`src/rtl/benes_8p_fabric_pkg.sv`:
```
// Shared constants and configuration-bit indexing for the 8-port Benes fabric.
package benes_8p_fabric_pkg;

   localparam int NUM_PORTS = 8;
   localparam int NUM_COLS  = 5;
   localparam int NUM_ROWS  = 4;
   localparam int CFG_W     = 20;

   // Switch at (row, col) is controlled by cfg bit 5*row + col.
   function automatic int cfg_bit_idx(input int row, input int col);
      return NUM_COLS * row + col;
   endfunction

endpackage

```
`src/rtl/benes_8p_fabric_sw2x2.sv`:
```
// Combinational 2x2 exchange element: sel=1 passes straight, sel=0 crosses.
module benes_sw2x2
   import benes_8p_fabric_pkg::*;
#(
   parameter int DATA_W = 8
) (
   input  logic              sel,
   input  logic [DATA_W-1:0] in0,
   input  logic [DATA_W-1:0] in1,
   output logic [DATA_W-1:0] out0,
   output logic [DATA_W-1:0] out1
);

   assign out0 = sel ? in0 : in1;
   assign out1 = sel ? in1 : in0;

endmodule

```
`src/rtl/benes_8p_fabric.sv`:
```
// Five-column 8-port Benes permutation fabric, one register stage per column,
// with the switch configuration snapshotted per beat at acceptance.
module benes_8p_fabric
   import benes_8p_fabric_pkg::*;
#(
   parameter int DATA_W = 8
) (
   input  logic                        clk,
   input  logic                        rst_n,
   input  logic                        cfg_valid,
   input  logic [CFG_W-1:0]            cfg_state,
   output logic                        cfg_ack,
   input  logic                        in_valid,
   output logic                        in_ready,
   input  logic [NUM_PORTS*DATA_W-1:0] in_data,
   output logic                        out_valid,
   input  logic                        out_ready,
   output logic [NUM_PORTS*DATA_W-1:0] out_data
);

   logic [CFG_W-1:0]        active_cfg;
   logic [NUM_ROWS-1:0]     col_sel [NUM_COLS];
   logic [4*NUM_ROWS-1:0]   cfg_rest;
   logic [4*NUM_ROWS-1:0]   snap0;
   logic [3*NUM_ROWS-1:0]   snap1;
   logic [2*NUM_ROWS-1:0]   snap2;
   logic [NUM_ROWS-1:0]     snap3;
   logic [DATA_W-1:0]       col_in  [NUM_COLS][NUM_PORTS];
   logic [DATA_W-1:0]       col_out [NUM_COLS][NUM_PORTS];
   logic [DATA_W-1:0]       st_data [NUM_COLS][NUM_PORTS];
   logic [NUM_COLS-1:0]     st_valid;
   logic                    enable;

   assign enable    = !out_valid || out_ready;
   assign in_ready  = enable;
   assign out_valid = st_valid[NUM_COLS-1];

   // Snapshot is column-major so each stage peels off its low NUM_ROWS bits
   // and hands the remaining columns on to the next stage.
   for (genvar r = 0; r < NUM_ROWS; r++) begin : g_sel
      assign col_sel[0][r] = active_cfg[cfg_bit_idx(r, 0)];
      for (genvar c = 1; c < NUM_COLS; c++) begin : g_rest
         assign cfg_rest[(c-1)*NUM_ROWS + r] = active_cfg[cfg_bit_idx(r, c)];
      end
      assign col_sel[1][r] = snap0[r];
      assign col_sel[2][r] = snap1[r];
      assign col_sel[3][r] = snap2[r];
      assign col_sel[4][r] = snap3[r];
   end

   // Inter-column wiring, expressed as lane positions 2*row+port in each column.
   for (genvar p = 0; p < NUM_PORTS; p++) begin : g_wire
      assign col_in[0][p] = in_data[p*DATA_W +: DATA_W];
      assign col_in[1][p] = st_data[0][2*(p%4) + p/4];
      assign col_in[2][p] = st_data[1][(p/4)*4 + 2*(p%2) + (p/2)%2];
      assign col_in[3][p] = st_data[2][(p/4)*4 + 2*(p%2) + (p/2)%2];
      assign col_in[4][p] = st_data[3][4*(p%2) + p/2];
      assign out_data[p*DATA_W +: DATA_W] = st_data[NUM_COLS-1][p];
   end

   for (genvar c = 0; c < NUM_COLS; c++) begin : g_col
      for (genvar m = 0; m < NUM_ROWS; m++) begin : g_row
         benes_sw2x2 #(.DATA_W(DATA_W)) u_sw (
            .sel  (col_sel[c][m]),
            .in0  (col_in[c][2*m]),
            .in1  (col_in[c][2*m+1]),
            .out0 (col_out[c][2*m]),
            .out1 (col_out[c][2*m+1])
         );
      end
   end

   // Config loads are never blocked by a stall; the pipeline moves only on enable.
   always_ff @(posedge clk or negedge rst_n) begin
      if (!rst_n) begin
         active_cfg <= '1;
         cfg_ack    <= 1'b0;
         st_valid   <= '0;
         snap0      <= '1;
         snap1      <= '1;
         snap2      <= '1;
         snap3      <= '1;
         for (int s = 0; s < NUM_COLS; s++) begin
            for (int p = 0; p < NUM_PORTS; p++) begin
               st_data[s][p] <= '0;
            end
         end
      end else begin
         cfg_ack <= cfg_valid;
         if (cfg_valid) begin
            active_cfg <= cfg_state;
         end
         if (enable) begin
            st_valid <= {st_valid[NUM_COLS-2:0], in_valid};
            snap0    <= cfg_rest;
            snap1    <= snap0[4*NUM_ROWS-1:NUM_ROWS];
            snap2    <= snap1[3*NUM_ROWS-1:NUM_ROWS];
            snap3    <= snap2[2*NUM_ROWS-1:NUM_ROWS];
            for (int s = 0; s < NUM_COLS; s++) begin
               for (int p = 0; p < NUM_PORTS; p++) begin
                  st_data[s][p] <= col_out[s][p];
               end
            end
         end
      end
   end

endmodule
```
`config.mk`:
```
export PLATFORM = sky130hd
export DESIGN_NAME = benes_8p_fabric
export DESIGN_NICKNAME = d
export VERILOG_FILES = /design/src/rtl/benes_8p_fabric_pkg.sv /design/src/rtl/benes_8p_fabric_sw2x2.sv /design/src/rtl/benes_8p_fabric.sv
export SDC_FILE = /design/constraint.sdc
export NUM_CORES = 1
export LEC_CHECK = 0
export ABC_CLOCK_PERIOD_IN_PS = 3000
export CORE_ASPECT_RATIO = 0.5
export CORE_MARGIN = 2
export CORE_UTILIZATION = 50
export DETAILED_ROUTE_END_ITERATION = 10
export PLACE_DENSITY_LB_ADDON = 0.12
export SLEW_MARGIN = 30
export SYNTH_ARGS = -nofsm -noshare
export SYNTH_HDL_FRONTEND = slang
export SYNTH_SLANG_ARGS = --single-unit
```
`constraint.sdc`:
```
create_clock -name clk -period 3 [get_ports clk]
set_clock_uncertainty 0.2 [all_clocks]
set_input_delay 0.3 -clock clk [delete_from_list [all_inputs] [get_ports clk]]
set_output_delay 0.3 -clock clk [all_outputs]
set_load 0.01 [all_outputs]
```
==> flow_summary.toml, run 1 <==
# generated from flow reports
[run_status]
status = "complete, no violations"

[cts]
clk_pin_slew_ns = 0.07
ctsHoldBuffers = 1
cts_setup_buffers = 0
ctsHtreeMaxLevel = 2
cts_resized = 0
cts_root_buf = "clkbuf_16"
cts_buffer_depth = 3

[finish]
antenna_cells = 0
dominant_cells = "sequential cells"
seqCellArea_um2 = 9734
sh_seq_area_pct = 45.50
sh_comb_area_pct = 37.68
comb_cells = 706
clock_area_share_pct = 5.357
final_cells = 1815
layout_top_cells = "mux2_2, dfrtp_1, clkdlybuf4s50_1"
buffer_area_share_pct = 8.633
nNonClkBuffers = 175
fin_nets = 1394
area_growth_pct = 14.91
logic_area_um2 = 8060
final_common_cell = "mux2_2"

[worst_setup_path]
cp.depth = 2
cpMaxStageDelayCell = "clkdlybuf4s50_1"
setup.worst_path.end = "in_ready"
reg2reg_depth = 4
cp.buffers_inverters = 1
cp-startpoint = "st_valid[4]"
rrSetupSlack_ns = 1.07
path_delay_family = "buffers and inverters"
worst_setup_path_start_kind = "flip-flop"
arrival_ns = 1.79
r2r_end = "col_in[188]"
r2r-start = "st_valid[4]"
crit_type = "flip-flop to output port"
path_max_fanout = 16
cp-end-kind = "output port"

[power]
p_leak_nw = 8.700
finalPower_mw = 23.99
clock_power_share_pct = 18.8
peakVddDrop_v = 0.0005528
p_per_area_nw_per_um2 = 1122
seqPwrFrac_pct = 43.1
p_sw_share_pct = 31.27
power-top-group = "registers"
p_comb_share_pct = 38.1
p_switching_mw = 7.504
p_comb_mw = 9.15

[drt]
drt_iter0_markers = 448
routed.top_layer = "met4"
drc = 0
wl_met3_mm = 1.988
met1_length_mm = 20.56
wl_per_cell_um = 21.83

[yosys]
yosys-top-cells-area = "dfrtp_1, mux2_2, dfstp_2, buf_6, mux2_4"
largest_area_cell = "dfrtp_1"
ys_ff = 386
flop_cell = "dfrtp_1"
yosys_cells = 1175
ys_chip_area_um2 = 18620
postSynthSeqShare_pct = 52.29
yosys.area.top_type_share_pct = 43.82
yosysWarnings = 0
synth.most_common_cell = "mux2_2"
common_cells = "mux2_2, dfrtp_1, dfstp_2"
syn_inst = 1175
top_logic_kind = "multiplexers"
synth_area_um2 = 18620

[global_route]
gr-total-overflow = 0
globalRouteMet1Util_pct = 33.03
grt-busiest-layer = "met1"
grt_pass1_vias = 10460
grt_max_degree = 90
grt_pass1_wl_mm = 62.36
use_met3_pct = 3.686

[die]
die_x_um = 276.9
coreArea_um2 = 36290
rows = 49
dieArea_um2 = 38890
ios = 156
die_h_um = 140.4

[placement]
io_buffers = 155
routabilityCongestion = 0.7842
dpl.cell_count = 1750
place_ws_ns = 0.6790
dpl-instance-area_um2 = 20240

[timing]
slew_viol_final = 0
fin_tns_setup_ns = 0
slew_headroom_pct = 65.80
holdWs_ns = 0.07693
report.final.hold_viol_count = 0

[min_path]
hold_class = "primary input to async pin"

[job]
warnings = 26
**Run 1: the clock network**

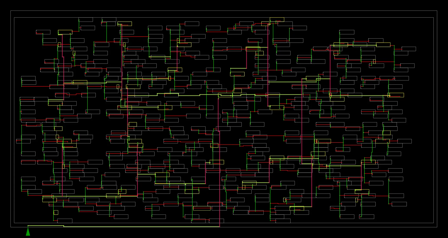
CLK BUF: 57
CTS buffer count: 36
Power Clock: 4.50 mW
Clock Sinks: 386

**Run 1: I/O pins on the die edge**

Pins as bars across the die edge, other pins in grey.
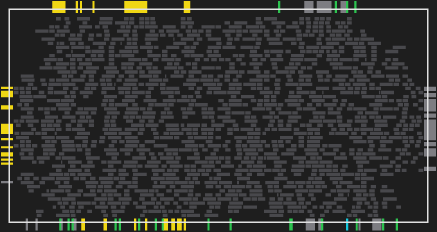
colour	port	pins	direction	edge
green	cfg_state	20	input	16 bottom, 4 top
yellow	out_data	64	output	32 top, 17 left, 15 bottom
cyan	cfg_valid	1	input	bottom

**Run 1: floorplan with the power grid**

Pins as bars on the die edge.
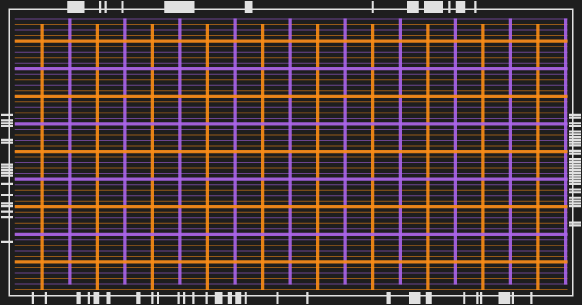
colour	net
purple	VDD
orange	VSS
met5 straps	9
rows	49
met1 rails	50
met4 straps	20
signal pins	156

**Run 1: M1 wires**

Supply wires on this layer in grey.
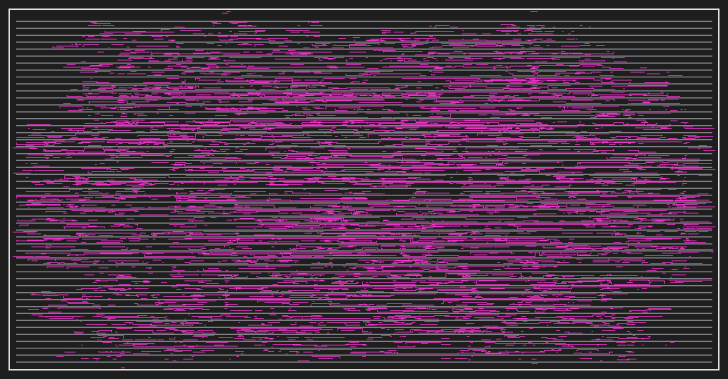

==> run 2, diff against run 1 <==
- ABC_CLOCK_PERIOD_IN_PS: 3000 -> 2200
- clock period: 3 -> 2.2 ns (I/O delays scaled with it)
**Run 2: M1 wires**

Supply wires on this layer in grey.
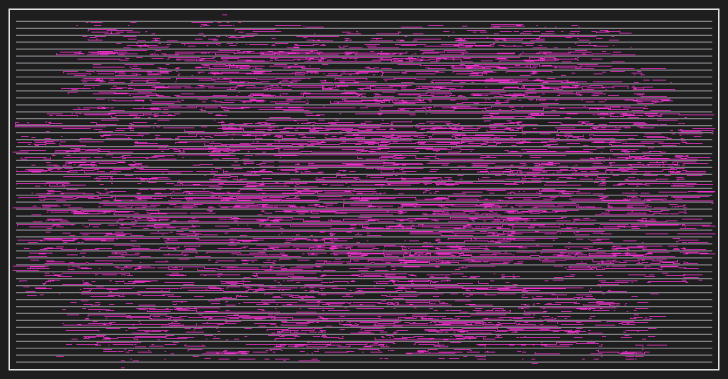
main direction	horizontal
share of all routed wire	50%
longest straight run	95.2 um
nets with wire on the layer	1,346

**Run 2: the clock network**

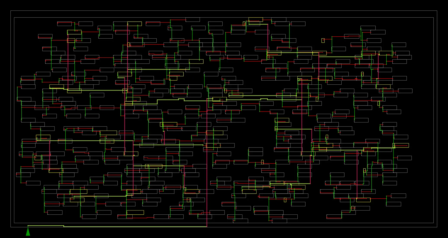
Power Clock: 6.60 mW
clk_lat worst skew: 0.54 ns
CLK BUF: 55
registers: 386

**Run 2: I/O pins on the die edge**

Pins as bars across the die edge, other pins in grey.
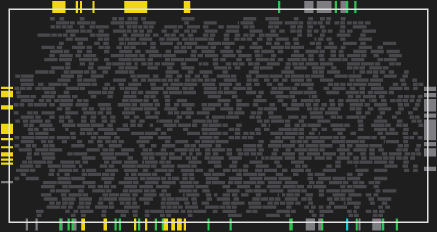
colour	port	pins	direction	edge
yellow	out_data	64	output	32 top, 17 left, 15 bottom
cyan	cfg_valid	1	input	bottom
green	cfg_state	20	input	16 bottom, 4 top
all pins by edge	56 top, 52 bottom, 30 right, 18 left

==> run 2 against run 1 <==
Compared with the run above:
- die area is the same
- largest power group unchanged
- routed wire length increased by 2.7%
- hold slack lost 0.070 ns
- largest cell class unchanged
==> flow_summary.toml, run 2 <==
# generated from flow reports
[yosys]
synth.most_common_cell = "mux2_2"
mux_share_pct = 43.19
largest_area_cell = "dfrtp_1"
yosys-top-cells-area = "dfrtp_1, mux2_2, dfstp_2, buf_6, mux2_4"
avgSynthCellArea_um2 = 15.84
yosys.area.top_type_share_pct = 43.82
yosysWarnings = 0
syn-num-nets = 1264
flop_cell = "dfrtp_1"
top_logic_kind = "multiplexers"
ys_ff = 386
synth_area_um2 = 18620
yosys_cells = 1175
ys_sh_adder_pct = 0
ys_chip_area_um2 = 18620
common_cells = "mux2_2, dfrtp_1, dfstp_2"
synth_cell_types = 8
syn_inst = 1175
edf_count = 0
yosys.area_share.simple_pct = 0.06721
postSynthSeqShare_pct = 52.29
synth.cellmix.xorXnorShare_pct = 0

[power]
p_per_area_nw_per_um2 = 1539
p_comb_share_pct = 37.2
p_comb_mw = 12.4
power-top-group = "registers"
pg_seq_mw = 14.3
clock_power_share_pct = 19.8
finalPower_mw = 33.34
seqPwrFrac_pct = 43.0
p_switching_mw = 10.39
p_leak_nw = 8.852
p_sw_share_pct = 31.17
peakVddDrop_v = 0.0006841
p_int_mw = 22.95

[finish]
seqCellArea_um2 = 9734
logic_area_um2 = 8060
drive_gt1_share_pct = 63.26
dominant_cells = "sequential cells"
area_growth_pct = 16.35
antenna_cells = 0
comb_cells = 706
layout_top_cells = "mux2_2, dfrtp_1, clkdlybuf4s50_1"
clock_area_share_pct = 5.684
fin_nets = 1412
sh_comb_area_pct = 37.21
sh_seq_area_pct = 44.94
buffer_area_share_pct = 9.369
design_area_um2 = 21660
final_cells = 1834
largest_reg_flops = 256
nNonClkBuffers = 192
final_common_cell = "mux2_2"
fin_util_pct = 59.68

[cts]
ctsHtreeMaxLevel = 2
cts_resized = 0
cts_made_buffers = 37
cts_buffer_depth = 3
cts_setup_buffers = 0
clk_pin_slew_ns = 0.07
ctsHoldBuffers = 2
cts.sinks = 386
cts_tree = "yes"
cts_root_buf = "clkbuf_16"

[global_route]
gr-usage-all-layers_pct = 21.43
gr-total-overflow = 0
use_met3_pct = 4.971
globalRouteMet1Util_pct = 33.38
antenna_found_initial = 0
grt_max_degree = 65
grt_pass1_wl_mm = 64.32
met2_usage_pct = 30.56
grt-busiest-layer = "met1"
grt_pass1_vias = 10690

[die]
rows = 49
ios = 156
die_x_um = 276.9
dieArea_um2 = 38890
core_util_floorplan_pct = 51.29
coreArea_um2 = 36290
die_h_um = 140.4
tap_cells = 484

[placement]
place_hpwl_mm = 29.57
place_ws_ns = 0.1479
dpl-instance-area_um2 = 20410
io_buffers = 155
routabilityCongestion = 0.7838
dpl.cell_count = 1766

[run_status]
status = "complete, no violations"

[timing]
fin_crit_ns = 1.922
report.final.hold_viol_count = 0
worstMarginPinSlew_ns = 0.4659
slew_viol_final = 0
holdWs_ns = 0.006974
fin_ws_ns = 0.2782
slew_headroom_pct = 68.94
rsz0062_at_grt = "no"
max_freq_ghz = 0.5203
fin_tns_setup_ns = 0
finalCritPeriodShare_pct = 87.35

[drt]
via_count = 10020
drtAntennaViolNets = 0
drt-total-wl_mm = 40.69
routed.top_layer = "met4"
drc = 0
met1_length_mm = 20.48
wl_met3_mm = 2.673
drtPass1Iterations = 4
wl_per_cell_um = 22.19
viasPerCell = 5.465
drt_iter0_markers = 522
wl_met2_mm = 17.08

[worst_setup_path]
reg2reg_depth = 2
cp-startpoint = "st_valid[4]"
cp-end-kind = "output port"
arrival_ns = 1.50
cp.depth = 1
path_delay_family = "buffers and inverters"
rrSetupSlack_ns = 0.36
cp.buffers_inverters = 1
crit_type = "flip-flop to output port"
path_max_fanout = 2
setup.worst_path.end = "out_valid"
r2r_end = "col_in[36]"
path_cells = "clkdlybuf4s50_1"
required_ns = 1.78
slowest_delay_ns = 0.56
worst_setup_path_start_kind = "flip-flop"
r2r-start = "snap2[2]"
cpMaxStageDelayCell = "clkdlybuf4s50_1"

[min_path]
hold_class = "primary input to async pin"

[job]
warnings = 26
drv_cap = 0
==> run 3, diff against run 2 <==
- MAX_ROUTING_LAYER: unset -> met4
**Run 3: the clock network**

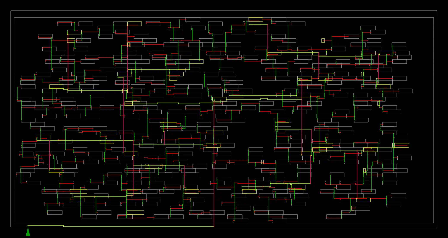
CTS buffer count: 37

**Run 3: M1 wires**

Supply wires on this layer in grey.
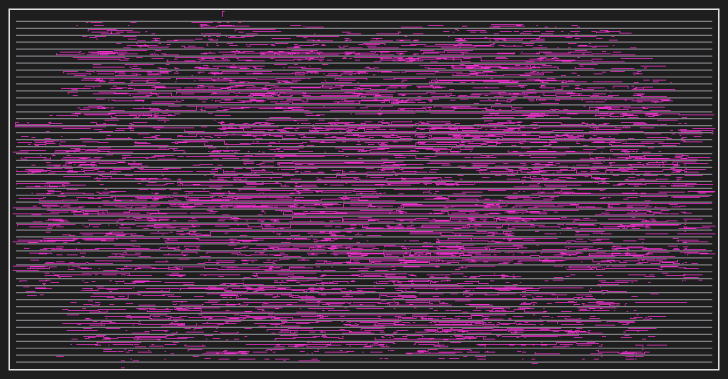
routed vias: 9,986
GRT met1 Usage: 33.56%
final WL: 40.72 mm

**Run 3: sequential cells grouped by signal name**

Other sequential cells in the stronger grey, the rest of the logic in the fainter grey.
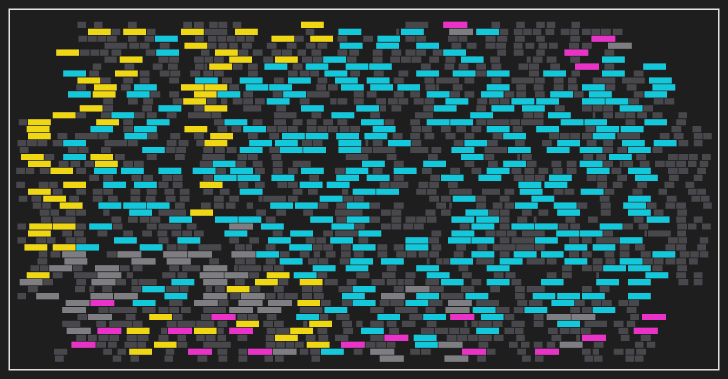
colour	name in the netlist	flops
magenta	active_cfg	20
yellow	out_data	64
cyan	col_in	256
not coloured	46

==> run 3 against run 2 <==
Compared with the run above:
- combinational power barely moved
- final area barely moved
- area after synthesis did not move
- critical path type unchanged
- critical endpoint unchanged
- largest cell class unchanged
==> flow_summary.toml, run 3 <==
# generated from flow reports
[worst_setup_path]
rrSetupSlack_ns = 0.36
path_max_fanout = 2
cp.buffers_inverters = 1
r2r_end = "col_in[36]"
slowest_delay_ns = 0.56
path_cells = "clkdlybuf4s50_1"
required_ns = 1.78
reg2reg_depth = 2

[drt]
drtAntennaViolNets = 0
routed.top_layer = "met4"
wl_per_cell_um = 22.19
drtPass1Iterations = 4
wl_met3_mm = 2.516
drt_iter0_markers = 504

[placement]
dpl.cell_count = 1766
place_hpwl_mm = 29.57

[die]
core_util_floorplan_pct = 51.29
dieArea_um2 = 38890
ios = 156
coreArea_um2 = 36290
die_x_um = 276.9
rows = 49

[cts]
cts_setup_buffers = 0
cts_root_buf = "clkbuf_16"
cts_resized = 0
ctsHoldBuffers = 2

[timing]
max_freq_ghz = 0.5213
slew_headroom_pct = 68.97
rsz0062_at_grt = "no"
slew_viol_final = 0
worstMarginPinSlew_ns = 0.4655
fin_ws_ns = 0.2815
holdWs_ns = 0.01527

[yosys]
yosys.area.top_type_share_pct = 43.82
flop_cell = "dfrtp_1"
edf_count = 0
mux_share_pct = 43.19
avgSynthCellArea_um2 = 15.84
syn-num-nets = 1264
yosys-top-cells-area = "dfrtp_1, mux2_2, dfstp_2, buf_6, mux2_4"
common_cells = "mux2_2, dfrtp_1, dfstp_2"
ys_sh_adder_pct = 0
yosysWarnings = 0
synth_cell_types = 8
syn_inst = 1175
largest_area_cell = "dfrtp_1"
synth.cellmix.xorXnorShare_pct = 0

[power]
p_comb_mw = 12.4
clock_power_share_pct = 19.8
peakVddDrop_v = 0.0006835
pg_clk_mw = 6.60
p_per_area_nw_per_um2 = 1539
p_leak_nw = 8.852
power-top-group = "registers"
seqPwrFrac_pct = 43.0

[finish]
drive_gt1_share_pct = 63.26
antenna_cells = 1
nClkBuffers = 55
clock_area_share_pct = 5.683
design_area_um2 = 21660
sh_seq_area_pct = 44.93
final_cells = 1835
largest_reg_flops = 256
fin_nets = 1412
fin_util_pct = 59.69
sh_comb_area_pct = 37.21
buffer_area_share_pct = 9.368
logic_area_um2 = 8060
final_common_cell = "mux2_2"

[global_route]
grt-busiest-layer = "met1"
met2_usage_pct = 30.53
antenna_found_initial = 0
grt_max_degree = 65
gr-total-overflow = 0

[run_status]
status = "complete, no violations"
Power figures rest on the tool's default switching activity, not on a simulated workload.
